==> src/rtl/multi_timer_pkg.sv <==
// Shared constants for the multi-channel bus timer: register map, CTRL bit
// positions, mode encodings and the active-high/active-low enable levels.
package multi_timer_pkg;

  localparam logic [1:0] TIMER_ADDR_CTRL    = 2'd0;
  localparam logic [1:0] TIMER_ADDR_INTR    = 2'd1;
  localparam logic [1:0] TIMER_ADDR_EXPR    = 2'd2;
  localparam logic [1:0] TIMER_ADDR_COUNTER = 2'd3;

  localparam int CTRL_START_BIT  = 0;
  localparam int CTRL_MODE_BIT   = 1;
  localparam int CTRL_IRQ_EN_BIT = 2;
  localparam int CTRL_PS_BASE    = 8;
  localparam int CTRL_PS_MAX_W   = 32 - CTRL_PS_BASE;

  typedef enum logic {
    TIMER_MODE_ONE_SHOT = 1'b0,
    TIMER_MODE_PERIODIC = 1'b1
  } timer_mode_e;

  localparam logic ENABLE   = 1'b1;
  localparam logic DISABLE  = 1'b0;
  localparam logic ENABLE_  = 1'b0;
  localparam logic DISABLE_ = 1'b1;

  // Assembles the CTRL read-back word; unused bits read as zero.
  function automatic logic [31:0] ctrl_word(input logic start, input logic mode,
                                            input logic irq_en,
                                            input logic [CTRL_PS_MAX_W-1:0] ps);
    logic [31:0] w;
    w = '0;
    w[CTRL_START_BIT]  = start;
    w[CTRL_MODE_BIT]   = mode;
    w[CTRL_IRQ_EN_BIT] = irq_en;
    w[CTRL_PS_BASE +: CTRL_PS_MAX_W] = ps;
    return w;
  endfunction

endpackage

==> src/rtl/multi_timer_channel.sv <==
// One timer channel: CTRL/INTR/EXPR/COUNTER registers, prescaler and expiry.
// Bus decoding lives in the parent; this block only sees per-register strobes.
module timer_channel
  import multi_timer_pkg::*;
#(
  parameter int CNT_W = 32,
  parameter int PS_W  = 8
) (
  input  logic             clk,
  input  logic             reset,
  input  logic             wr_ctrl,
  input  logic             wr_intr,
  input  logic             wr_expr,
  input  logic             wr_cnt,
  input  logic [31:0]      wr_data,
  output logic             start,
  output logic             mode,
  output logic             irq_en,
  output logic [PS_W-1:0]  ps_val,
  output logic [CNT_W-1:0] expr_val,
  output logic [CNT_W-1:0] counter,
  output logic             irq,
  output logic             irq_masked
);

  logic [PS_W-1:0] ps_cnt;
  logic            tick;
  logic            expr;

  assign tick       = start && (ps_cnt == ps_val);
  assign expr       = tick && (counter == expr_val);
  assign irq_masked = irq & irq_en;

  // Prescaler restarts its divide period on any CTRL write or while stopped.
  always_ff @(posedge clk or posedge reset) begin
    if (reset) begin
      ps_cnt <= '0;
    end else if (wr_ctrl || !start || tick) begin
      ps_cnt <= '0;
    end else begin
      ps_cnt <= ps_cnt + PS_W'(1);
    end
  end

  always_ff @(posedge clk or posedge reset) begin
    if (reset) begin
      start  <= DISABLE;
      mode   <= TIMER_MODE_ONE_SHOT;
      irq_en <= DISABLE;
      ps_val <= '0;
    end else if (wr_ctrl) begin
      start  <= wr_data[CTRL_START_BIT];
      mode   <= wr_data[CTRL_MODE_BIT];
      irq_en <= wr_data[CTRL_IRQ_EN_BIT];
      ps_val <= wr_data[CTRL_PS_BASE +: PS_W];
    end else if (expr && (mode == TIMER_MODE_ONE_SHOT)) begin
      start <= DISABLE;
    end
  end

  always_ff @(posedge clk or posedge reset) begin
    if (reset) begin
      expr_val <= '0;
    end else if (wr_expr) begin
      expr_val <= wr_data[CNT_W-1:0];
    end
  end

  // A bus load beats the expiry reload, which beats the normal increment.
  always_ff @(posedge clk or posedge reset) begin
    if (reset) begin
      counter <= '0;
    end else if (wr_cnt) begin
      counter <= wr_data[CNT_W-1:0];
    end else if (expr) begin
      counter <= '0;
    end else if (tick) begin
      counter <= counter + CNT_W'(1);
    end
  end

  // Expiry wins over a same-cycle write-1-to-clear so no event is lost.
  always_ff @(posedge clk or posedge reset) begin
    if (reset) begin
      irq <= DISABLE;
    end else if (expr) begin
      irq <= ENABLE;
    end else if (wr_intr && wr_data[0]) begin
      irq <= DISABLE;
    end
  end

endmodule

==> src/rtl/multi_timer.sv <==
// Multi-channel timer slave: decodes {channel, reg} addresses, muxes register
// read-back, generates rdy_ and the combined active-low interrupt.
module multi_timer
  import multi_timer_pkg::*;
#(
  parameter int NUM_CH = 4,
  parameter int CNT_W  = 32,
  parameter int PS_W   = 8,
  localparam int AW    = $clog2(NUM_CH) + 2
) (
  input  logic          clk,
  input  logic          reset,
  input  logic          cs_,
  input  logic          as_,
  input  logic          rw,
  input  logic [AW-1:0] addr,
  input  logic [31:0]   wr_data,
  output logic [31:0]   rd_data,
  output logic          rdy_,
  output logic          irq_
);

  localparam int CH_W = (NUM_CH > 1) ? $clog2(NUM_CH) : 1;

  logic            access;
  logic [CH_W-1:0] ch_sel;
  logic [1:0]      reg_sel;
  logic            ch_valid;
  logic [31:0]     rd_mux;

  logic [NUM_CH-1:0] start;
  logic [NUM_CH-1:0] mode;
  logic [NUM_CH-1:0] irq_en;
  logic [NUM_CH-1:0] irq;
  logic [NUM_CH-1:0] irq_masked;
  logic [PS_W-1:0]   ps_val   [NUM_CH];
  logic [CNT_W-1:0]  expr_val [NUM_CH];
  logic [CNT_W-1:0]  counter  [NUM_CH];

  assign access  = !cs_ && !as_;
  assign reg_sel = addr[1:0];

  generate
    if (NUM_CH > 1) begin : g_ch_idx
      assign ch_sel = addr[AW-1:2];
    end else begin : g_ch_single
      assign ch_sel = 1'b0;
    end
  endgenerate

  // Indices past NUM_CH exist when NUM_CH is not a power of two.
  assign ch_valid = int'(ch_sel) < NUM_CH;

  generate
    for (genvar i = 0; i < NUM_CH; i++) begin : g_ch
      logic ch_wr;
      assign ch_wr = access && !rw && ch_valid && (ch_sel == CH_W'(i));

      timer_channel #(
        .CNT_W (CNT_W),
        .PS_W  (PS_W)
      ) u_channel (
        .clk        (clk),
        .reset      (reset),
        .wr_ctrl    (ch_wr && (reg_sel == TIMER_ADDR_CTRL)),
        .wr_intr    (ch_wr && (reg_sel == TIMER_ADDR_INTR)),
        .wr_expr    (ch_wr && (reg_sel == TIMER_ADDR_EXPR)),
        .wr_cnt     (ch_wr && (reg_sel == TIMER_ADDR_COUNTER)),
        .wr_data    (wr_data),
        .start      (start[i]),
        .mode       (mode[i]),
        .irq_en     (irq_en[i]),
        .ps_val     (ps_val[i]),
        .expr_val   (expr_val[i]),
        .counter    (counter[i]),
        .irq        (irq[i]),
        .irq_masked (irq_masked[i])
      );
    end
  endgenerate

  always_comb begin
    rd_mux = '0;
    for (int i = 0; i < NUM_CH; i++) begin
      if (ch_sel == CH_W'(i)) begin
        case (reg_sel)
          TIMER_ADDR_CTRL:    rd_mux = ctrl_word(start[i], mode[i], irq_en[i],
                                                 CTRL_PS_MAX_W'(ps_val[i]));
          TIMER_ADDR_INTR:    rd_mux = 32'(irq[i]);
          TIMER_ADDR_EXPR:    rd_mux = 32'(expr_val[i]);
          TIMER_ADDR_COUNTER: rd_mux = 32'(counter[i]);
          default:            rd_mux = '0;
        endcase
      end
    end
  end

  always_ff @(posedge clk or posedge reset) begin
    if (reset) begin
      rd_data <= '0;
      rdy_    <= DISABLE_;
      irq_    <= DISABLE_;
    end else begin
      rd_data <= (access && rw) ? rd_mux : '0;
      rdy_    <= access ? ENABLE_ : DISABLE_;
      irq_    <= (|irq_masked) ? ENABLE_ : DISABLE_;
    end
  end

endmodule

==> config.mk <==
export PLATFORM = sky130hd
export DESIGN_NAME = multi_timer
export DESIGN_NICKNAME = d
export VERILOG_FILES = /design/src/rtl/multi_timer_pkg.sv /design/src/rtl/multi_timer_channel.sv /design/src/rtl/multi_timer.sv
export SDC_FILE = /design/constraint.sdc
export NUM_CORES = 1
export LEC_CHECK = 0
export CAP_MARGIN = 20
export CORE_MARGIN = 5
export CORE_UTILIZATION = 45
export CTS_BUF_LIST = sky130_fd_sc_hd__clkbuf_4
export CTS_CLUSTER_DIAMETER = 120
export DETAILED_ROUTE_END_ITERATION = 6
export HOLD_SLACK_MARGIN = 0.08
export PLACE_DENSITY = 0.73
export SLEW_MARGIN = 20
export SYNTH_ARGS = -nofsm -noshare
export SYNTH_HDL_FRONTEND = slang
export SYNTH_SLANG_ARGS = --single-unit
==> constraint.sdc <==
create_clock -name clk -period 28.5 [get_ports clk]
set_input_delay 5.7 -clock clk [delete_from_list [all_inputs] [get_ports clk]]
set_output_delay 5.7 -clock clk [all_outputs]
set_load 0.1 [all_outputs]
==> deck_impl_summary.md, run 1 <==
Key Metrics from the Run

Final timing
  – Slew Limit Headroom: 30.7%
  – Fmax: 0.123 GHz
  – Final worst slack: 20.35 ns
  – Worst-Margin Slew: 1.04 ns
  – Fin Setup TNS: 0 ns
  – Fin crit period: 8.15 ns
  – Final setup violation count: 0
  – Clk_skew: 0.0679 ns
  – Tcrit/Tclk final: 28.6%

Global routing
  – Global routing usage on met2: 41.3%
  – Grt total ovfl: 0
  – First-pass GRT wire length: 111000 um
  – Number of global-route vias before repair: 18700
  – Grt met3 use: 7.02%
  – All-Layer GR Usage: 26.5%

Routing
  – Metal2 WL: 33100 um
  – Routed Antenna Nets: 0
  – Drt first pass iters: 5
  – Routed wl met3: 7700 um
  – Max Used Layer: met5
  – M1 wire length: 27000 um
  – DRC errors left: 0

Synth
  – Number of enable flip-flop cells: 0
  – Dominant cell area share: 42.1%
  – Synth Flop Type: dfrtp_1
  – Synth warn: 0
  – Post-Synthesis Cells: 2229
  – Unique cell types: 66
  – Area fraction in mux cells: 16.2%
  – Top cells, area: dfrtp_1 42%, mux2_2 11%, xnor2_1 6.4%, mux4_2 4.3%, a21oi_1 3.2%
  – Largest logic family: simple AND/OR/NAND/NOR gates
  – Flops after synth: 370
  – Compound Share, Synth: 13.0%
  – Floorplan net count: 2278
  – Post-Synth XOR/XNOR Area: 7.36%
  – Most common cell in the netlist: dfrtp_1
  – Mapped Area: 0.0219 mm2
  – Synth Seq Share: 42.3%
  – Synth Area per Inst: 9.82 um2
  – Yosys stat area: 0.0219 mm2
  – Synth area leader: dfrtp_1
  – Ys cells: 2229

Placed design
  – Post-DP HPWL: 50200 um
  – Placed instance count: 2770
  – Pre-CTS setup slack: 19.70 ns
  – GP Congestion: 0.941
  – Area of placed instances: 0.0230 mm2
  – Number of port buffers: 74

Critical path
  – Buf/Inv on CP: 1
  – CP Launch Type: flop
  – Largest stage delay, worst path: 1.13 ns
  – Critical Path Sink Type: output port
  – Req. time, crit path: 22.80 ns
  – Cell family with most CP delay: buffers and inverters
  – Worst reg2reg path depth: 7
  – Setup CP Type: reg -> out
  – CP arrival: 2.45 ns
  – Crit path max-delay cell type: clkdlybuf4s50_1
  – CP max FO: 1
  – Critical R2R Capture: g_ch[2].u_channel.counter[22]
  – R2R setup slack: 24.75 ns

Pwr
  – Leakage: 9.87 nW
  – Overall Power: 1.51 mW
  – P per Cell Area: 61.9 mW/mm2
  – Peak VDD IR: 0.0327 mV

Clock network
  – H-tree depth: 3
  – Post-CTS Resized: 0
  – Clock sinks: 370
  – CTS root buf: clkbuf_4
  – Hold Buf Count CTS: 0
  – Clk buf depth: 3
  – CTS tree: yes

Floorplanning
  – Rows: 80
  – Core area: 0.0479 mm2
  – Die H: 231 um
  – Fp_density: 45.7%
  – Tap cells: 615

Layout
  – Count of non-CTS inverters in the layout: 21
  – Filler Cell Count: 4227
  – Comb area: 0.0119 mm2
  – Top Layout Cells: 368 x dfrtp_1, 207 x mux2_2, 184 x nor2_1
  – Synth-to-Final Area Change: 11.1%
  – Commonest non-fill, non-tap cell in the layout: dfrtp_1
  – Non-clock buffer share: 4.25%
  – Largest regs: g_ch.u_channel.counter x128, g_ch.u_channel.expr_val x128
  – Non-clock buffers: 111
  – Final Non-Filler Cells: 2944
  – Fin nets: 2304

Status
  – Outcome: finished, final reports clean

Min path
  – WHS Endpoint: irq_
  – Worst hold start: g_ch[2].u_channel.irq
  – Hold crit path type: reg -> reg

Flow run
  – Max-Cap Viols: 0
run 1: where the power goes:
group	internal [mW]	switching (mW)	leakage [nW]
Sequential	0.584	0.0929	4.56
Combinational	0.148	0.187	4.53
Clock	0.266	0.229	0.778
run 1: worst max path at each step:
stage	from	end	slack [ns]	cells past startpoint
CTS	rdy_	rdy_	20.28	1
detailed placement	addr[0]	g_ch[2].u_channel.counter[22]	19.70	8
floorplan	reset	g_ch[0].u_channel.counter[0]	12.53	1
finish	irq_	irq_	20.35	1
global route	rdy_	rdy_	20.29	1
global placement	addr[0]	g_ch[2].u_channel.counter[22]	19.79	8
run 1: cell families after synthesis:
group | count (synthesis)
XOR/XNOR | 184
AND/OR/NAND/NOR | 736
AND-OR/OR-AND | 451
multiplexers | 275
buffers and inverters | 205
flip-flops | 370
adder cells (fa/ha/maj) | 8
Run 1, register map, names as in the netlist:
Other sequential cells in the stronger grey, the rest of the logic in the fainter grey.
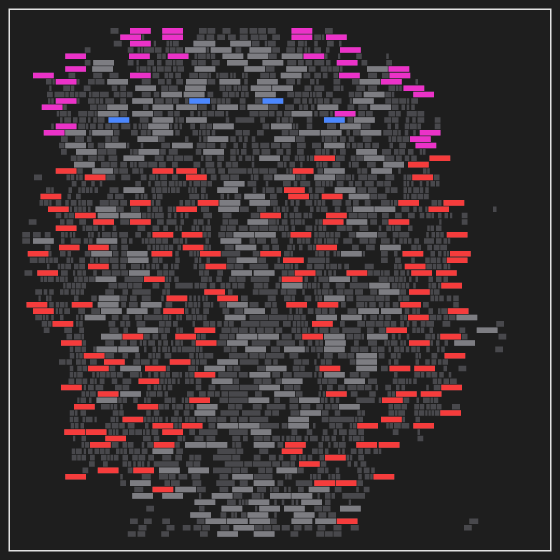
name in the netlist	colour	sequential cells
`g_ch.u_channel.ps_cnt`	magenta	32
`g_ch.u_channel.counter`	red	128
`g_ch.u_channel.mode`	blue	4
Seq/total area: 38.1%
Flop+latch power: 677 uW
Reg area: 0.00926 mm2
post-layout util: 50.7%

Run 1, gate families picked out:
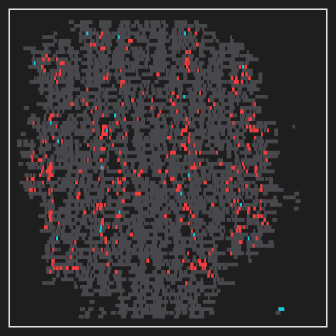
family	colour	cells
inverters	cyan	21
NAND gates	red	334

Run 1, clock routing:
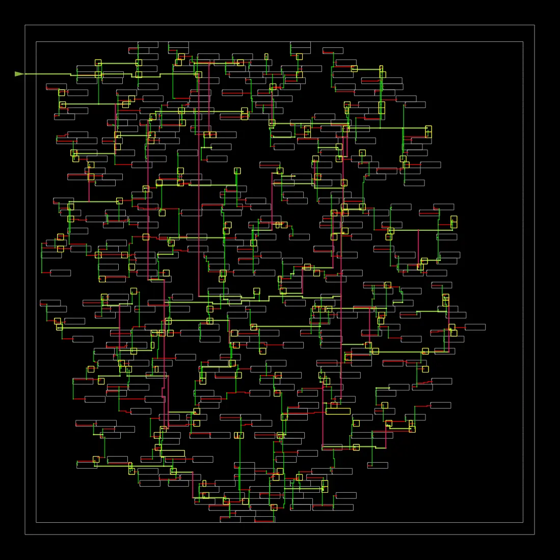
cts bufs inserted: 97
CLK BUF: 158
Worst-Skew Late Latency: 0.85 ns

Run 1, the metal 1 layer:
Supply wires on this layer in grey.
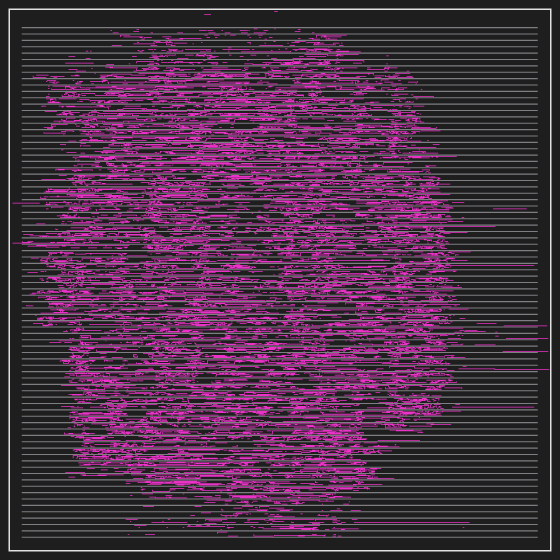
wire length on this layer	27.0 mm
share of all routed wire	38%
final wirelength: 71600 um
met1 Usage GRT: 34.1%
vias: 19100

## Run 2: what changed since run 1
clock period = 7.9 ns   (was 28.5 ns; I/O delays follow)
Run 2, supply network:
Pins as bars on the die edge.
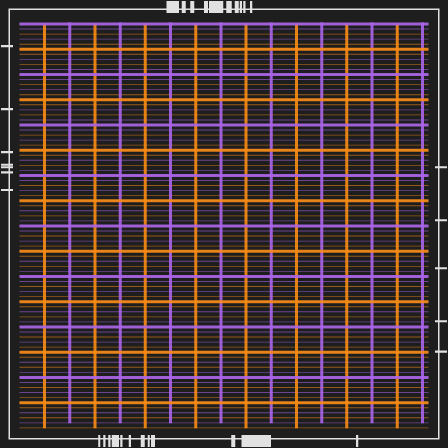
net	colour
VSS	orange
VDD	purple
rows	80
signal pins	75
met5 straps	16

Run 2, clock routing:
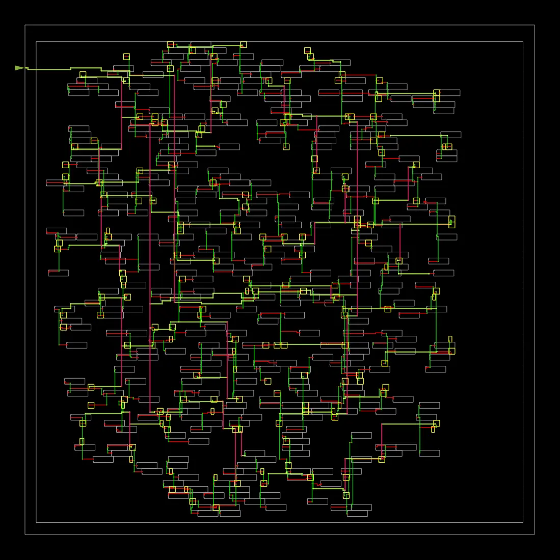
Flop Count: 370
clk_skew: 0.0530 ns
cts bufs inserted: 98
P_clk: 1.64 mW

==> run 2 against run 1 <==
Net effect:
- clock-buffer cell count is 18 lower
- setup slack lost 17 ns
- power grew to 3.5 times the previous value
- synthesized cell count unchanged
- critical path depth is the same
- clock skew decreased by 0.015 ns
- sequential cell count is the same
- worst hold slack lost 0.024 ns
- die size stayed put
- via count grew 1.4%
- largest cell class unchanged
==> deck_impl_summary.md, run 2 <==
Key Metrics from the Run

Status
  – Outcome: finished, final reports clean

Synth
  – Synth Seq Share: 42.3% (unchanged)
  – Number of enable flip-flop cells: 0 (unchanged)
  – Top cells, area: dfrtp_1 42%, mux2_2 11%, xnor2_1 6.4%, mux4_2 4.3%, a21oi_1 3.2%
  – Largest logic family: simple AND/OR/NAND/NOR gates
  – Post-Synth XOR/XNOR Area: 7.36% (unchanged)
  – Area fraction in mux cells: 16.2% (unchanged)
  – Most common cell in the netlist: dfrtp_1
  – Synth Area per Inst: 9.82 um2 (unchanged)
  – Post-Synthesis Cells: 2229 (unchanged)
  – Floorplan net count: 2278 (unchanged)
  – Unique cell types: 66 (unchanged)
  – Synth area leader: dfrtp_1
  – Dominant cell area share: 42.1% (unchanged)
  – Synth warn: 0 (unchanged)
  – Yosys stat area: 0.0219 mm2 (unchanged)

Critical path
  – Cell family with most CP delay: buffers and inverters
  – CP Launch Type: flop
  – Crit path max-delay cell type: clkdlybuf4s50_1
  – Req. time, crit path: 6.32 ns (-16.48 ns)
  – Buf/Inv on CP: 1 (unchanged)
  – Crit path from: rdy_
  – Cell depth of the worst setup path: 1 (unchanged)
  – Critical Path Sink Type: output port
  – CP max FO: 1 (unchanged)
  – R2R setup slack: 3.90 ns (-20.85 ns)
  – Setup CP Type: reg -> out
  – Critical R2R Capture: g_ch[2].u_channel.counter[22]
  – Worst reg2reg path depth: 7 (unchanged)
  – CP arrival: 2.47 ns (+0.02 ns)

Pwr
  – Overall Power: 5.28 mW (+250%)
  – Power Internal: 3.45 mW (+250%)
  – Leakage: 9.79 nW (-0.85%)
  – P per Cell Area: 218 mW/mm2 (+250%)
  – Peak VDD IR: 0.124 mV (+280%)
  – Sequential share of power: 46.5% (+1.6 points)
  – Clk pwr share: 31.0% (-1.9 points)
  – Logic gate share of total power: 22.5% (+0.3 points)
  – Switching part of the total: 34.8% (+0.96 points)

Layout
  – Largest regs: g_ch.u_channel.counter x128, g_ch.u_channel.expr_val x128
  – Synth-to-Final Area Change: 10.5%
  – Fin nets: 2304 (unchanged)
  – Commonest non-fill, non-tap cell in the layout: dfrtp_1
  – Filler Cell Count: 4220 (-0.17%)
  – Final Non-Filler Cells: 2940 (-0.14%)
  – Reg area: 0.00926 mm2 (unchanged)
  – Comb area: 0.0119 mm2 (about the same)

Final timing
  – Fin crit period: 4.05 ns
  – Tcrit/Tclk final: 51.3%
  – Fmax: 0.247 GHz
  – Final worst slack: 3.85 ns (-16.51 ns)
  – Slew Limit Headroom: 21.5% (-9.2 points)
  – Final setup violation count: 0 (unchanged)
  – Worst-Margin Slew: 1.17 ns (+0.134 ns)

Global routing
  – Grt total ovfl: 0 (unchanged)
  – First-pass GRT wire length: 112000 um (+1.0%)
  – All-Layer GR Usage: 26.9% (+0.36 points)
  – Grt met3 use: 6.57% (-0.44 points)
  – Global routing usage on met2: 41.8% (+0.49 points)

Min path
  – Hold crit path type: reg -> reg
  – WHS Endpoint: irq_
  – Worst hold start: g_ch[2].u_channel.irq_en

Routing
  – Drt first pass iters: 6 (+1)
  – DRC errors left: 0 (unchanged)

Clock network
  – Clk buf depth: 3 (unchanged)
  – Worst-Skew Late Latency: 0.84 ns (about the same)
  – H-tree depth: 3 (unchanged)
  – Hold Buf Count CTS: 0 (unchanged)
  – Post-CTS Resized: 0 (unchanged)
  – CTS root buf: clkbuf_4
  – CTS tree: yes

Placed design
  – Post-DP HPWL: 51200 um (+2.0%)
  – Pre-CTS setup slack: 3.70 ns (-16.00 ns)
  – Placed instance count: 2770 (unchanged)
  – Area of placed instances: 0.0230 mm2 (about the same)
  – GP Congestion: 0.965 (+2.5%)

Floorplanning
  – Rows: 80 (unchanged)
  – Core area: 0.0479 mm2 (unchanged)

Flow run
  – Max-Cap Viols: 0 (unchanged)
Run 2, the metal 1 layer:
Supply wires on this layer in grey.
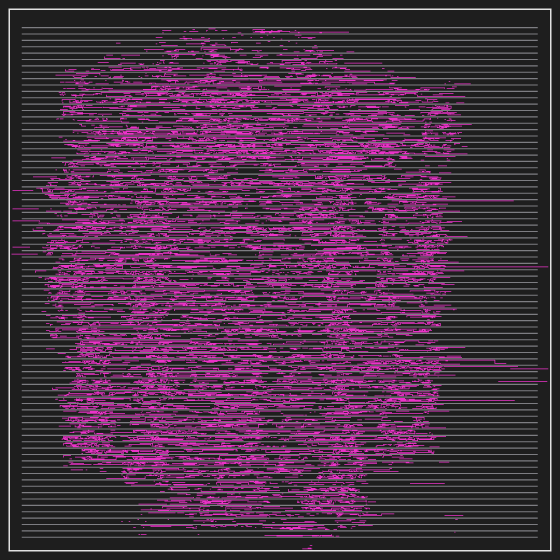
final wirelength: 73300 um
vias: 19300
met1 Usage GRT: 34.7%

run 2: power by group through the flow:
stage	sequential, mW	clock [mW]	combinational [mW]
floorplan	2.35	0	0.872
global placement	2.45	0	1.14
detailed placement	2.47	0	1.17
CTS	2.43	1.67	1.18
global route	2.47	1.76	1.28
finish	2.46	1.64	1.19
run 2: final cells by class:
class | count | share of cell area [%]
Clock inverter | 29 | 0.486
Antenna cell | 1 | 0.0103
Clock buffer | 140 | 4.35
Tap cell | 615 | 3.18
Multi-Input combinational cell | 1654 | 49.1
Timing Repair Buffer | 110 | 4.21
Sequential cell | 370 | 38.3
Inverter | 21 | 0.341
run 2: routing by layer:
layer / vias up / wire length, um
met1: 9478 / 27100
li1: 8282 / -
met5: - / 49
met2: 1280 / 33500
met4: 2 / 4420
met3: 279 / 8260
## Run 3: what changed since run 2
PLACE_DENSITY = 0.75   (was 0.73)
clock period = 3.51 ns   (was 7.9 ns; I/O delays follow)
Run 3, gate families picked out:
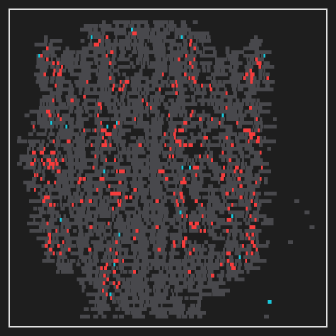
family	colour	cells
NAND gates	red	334
inverters	cyan	21

Run 3, supply network:
Pins as bars on the die edge.
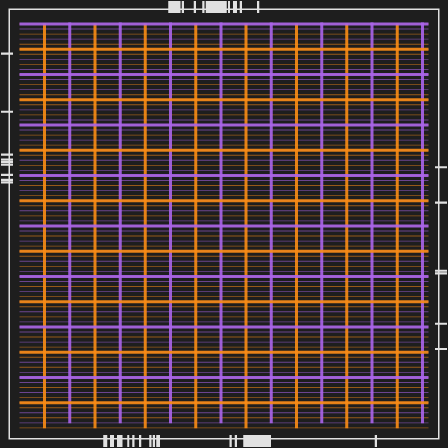
net	colour
VDD	purple
VSS	orange
signal pins	75
met5 straps	16
rows	80
Die H: 231 um
core area: 0.0479 mm2
die x size: 231 um

==> run 3 against run 2 <==
Net effect:
- via count fell by 1.1%
- clock-buffer cell count fell by 6
- critical path type unchanged
- synthesized cell count did not move
- setup slack got worse by 3.4 ns
- critical endpoint is now rd_data[3]
- worst hold slack got worse by 0.33 ns
- critical path depth did not move
==> deck_impl_summary.md, run 3 <==
Key Metrics from the Run

Routing
  – M1 wire length: 27500 um (+1.6%)
  – Max Used Layer: met4
  – Drt first pass iters: 6 (unchanged)
  – DRC errors left: 0 (unchanged)
  – Routed wl met3: 7750 um (-6.2%)
  – Metal2 WL: 33400 um (-0.21%)
  – Vias: 19100 (-1.1%)

Flow run
  – Max-Cap Viols: 0 (unchanged)

Layout
  – Reg area: 0.00926 mm2 (unchanged)
  – Largest regs: g_ch.u_channel.counter x128, g_ch.u_channel.expr_val x128
  – Fin nets: 2328 (+1.0%)
  – Final Non-Filler Cells: 2955 (+0.51%)
  – Synth-to-Final Area Change: 11.4%
  – Comb area: 0.0119 mm2 (-0.17%)

Final timing
  – Fmax: 0.327 GHz
  – Worst-Margin Slew: 1.09 ns (-0.0833 ns)
  – Tcrit/Tclk final: 87.1%
  – Final worst slack: 0.454 ns (-3.39 ns)
  – Fin Setup TNS: 0 ns
  – Fin crit period: 3.06 ns
  – Slew Limit Headroom: 27.3% (+5.8 points)

Critical path
  – Critical R2R Capture: g_ch[0].u_channel.counter[22]
  – CP Launch Type: flop
  – Cell family with most CP delay: buffers and inverters
  – Setup CP Type: reg -> out
  – Worst reg2reg path depth: 6 (-1)
  – Critical Path Sink Type: output port
  – Req. time, crit path: 2.81 ns (-3.51 ns)
  – CP max FO: 1 (unchanged)
  – CP arrival: 2.35 ns (-0.12 ns)
  – Crit path max-delay cell type: clkdlybuf4s50_1
  – Buf/Inv on CP: 1 (unchanged)
  – Cell depth of the worst setup path: 1 (unchanged)

Placed design
  – Area of placed instances: 0.0233 mm2 (+1.3%)
  – Placed instance count: 2796 (+0.94%)
  – Post-DP HPWL: 51800 um (+1.2%)

Pwr
  – Peak VDD IR: 0.275 mV (+120%)
  – Overall Power: 11.8 mW (+120%)
  – P per Cell Area: 484 mW/mm2 (+120%)

Clock network
  – CTS tree: yes
  – Hold Buf Count CTS: 0 (unchanged)
  – CTS root buf: clkbuf_4
  – H-tree depth: 3 (unchanged)
  – Cts bufs inserted: 96 (-2.0%)
  – Post-CTS Resized: 0 (unchanged)

Synth
  – Synth warn: 0 (unchanged)
  – Number of enable flip-flop cells: 0 (unchanged)
  – Area fraction in mux cells: 16.2% (unchanged)
  – Synth area leader: dfrtp_1
  – Synth Area per Inst: 9.82 um2 (unchanged)
  – Floorplan net count: 2278 (unchanged)
  – Post-Synth XOR/XNOR Area: 7.36% (unchanged)
  – Post-Synthesis Cells: 2229 (unchanged)
  – Yosys stat area: 0.0219 mm2 (unchanged)
  – Top cells, area: dfrtp_1 42%, mux2_2 11%, xnor2_1 6.4%, mux4_2 4.3%, a21oi_1 3.2%
  – Dominant cell area share: 42.1% (unchanged)
  – Unique cell types: 66 (unchanged)

Global routing
  – First-pass GRT wire length: 111000 um (-0.65%)
  – All-Layer GR Usage: 26.6% (-0.28 points)
  – Grt met3 use: 7.04% (+0.47 points)
  – Grt total ovfl: 0 (unchanged)

Status
  – Outcome: finished, final reports clean

Floorplanning
  – Rows: 80 (unchanged)
Run 3, the metal 1 layer:
Supply wires on this layer in grey.
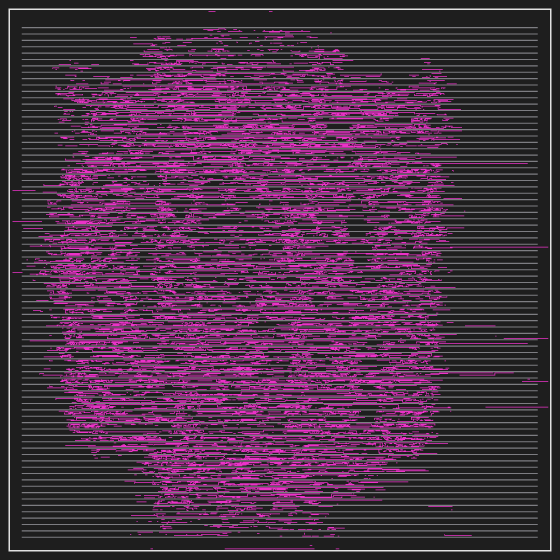
longest straight run	62.1 um
wire length on this layer	27.5 mm
final wirelength: 72400 um
met1 Usage GRT: 33.9%

==> run 3: cell counts after synthesis <==
No cell type changed its count.
==> run 3: final cells by class <==
| class | instances | area share [%] |
|---|---|---|
| antenna | 4 | 0.0411 |
| tap | 615 | 3.16 |
| inverter | 21 | 0.339 |
| sequential | 370 | 38.0 |
| multi-input combinational | 1654 | 48.7 |
| clock inverter | 21 | 0.339 |
| timing repair buffer | 136 | 5.36 |
| clock buffer | 134 | 4.13 |
==> run 3: power breakdown <==
part | internal (mW) | switching, mW | total (mW)
clock | 1.73 | 1.83 | 3.56
sequential | 4.74 | 0.745 | 5.49
combinational | 1.22 | 1.54 | 2.76
Power is estimated from default activity; no workload was simulated.
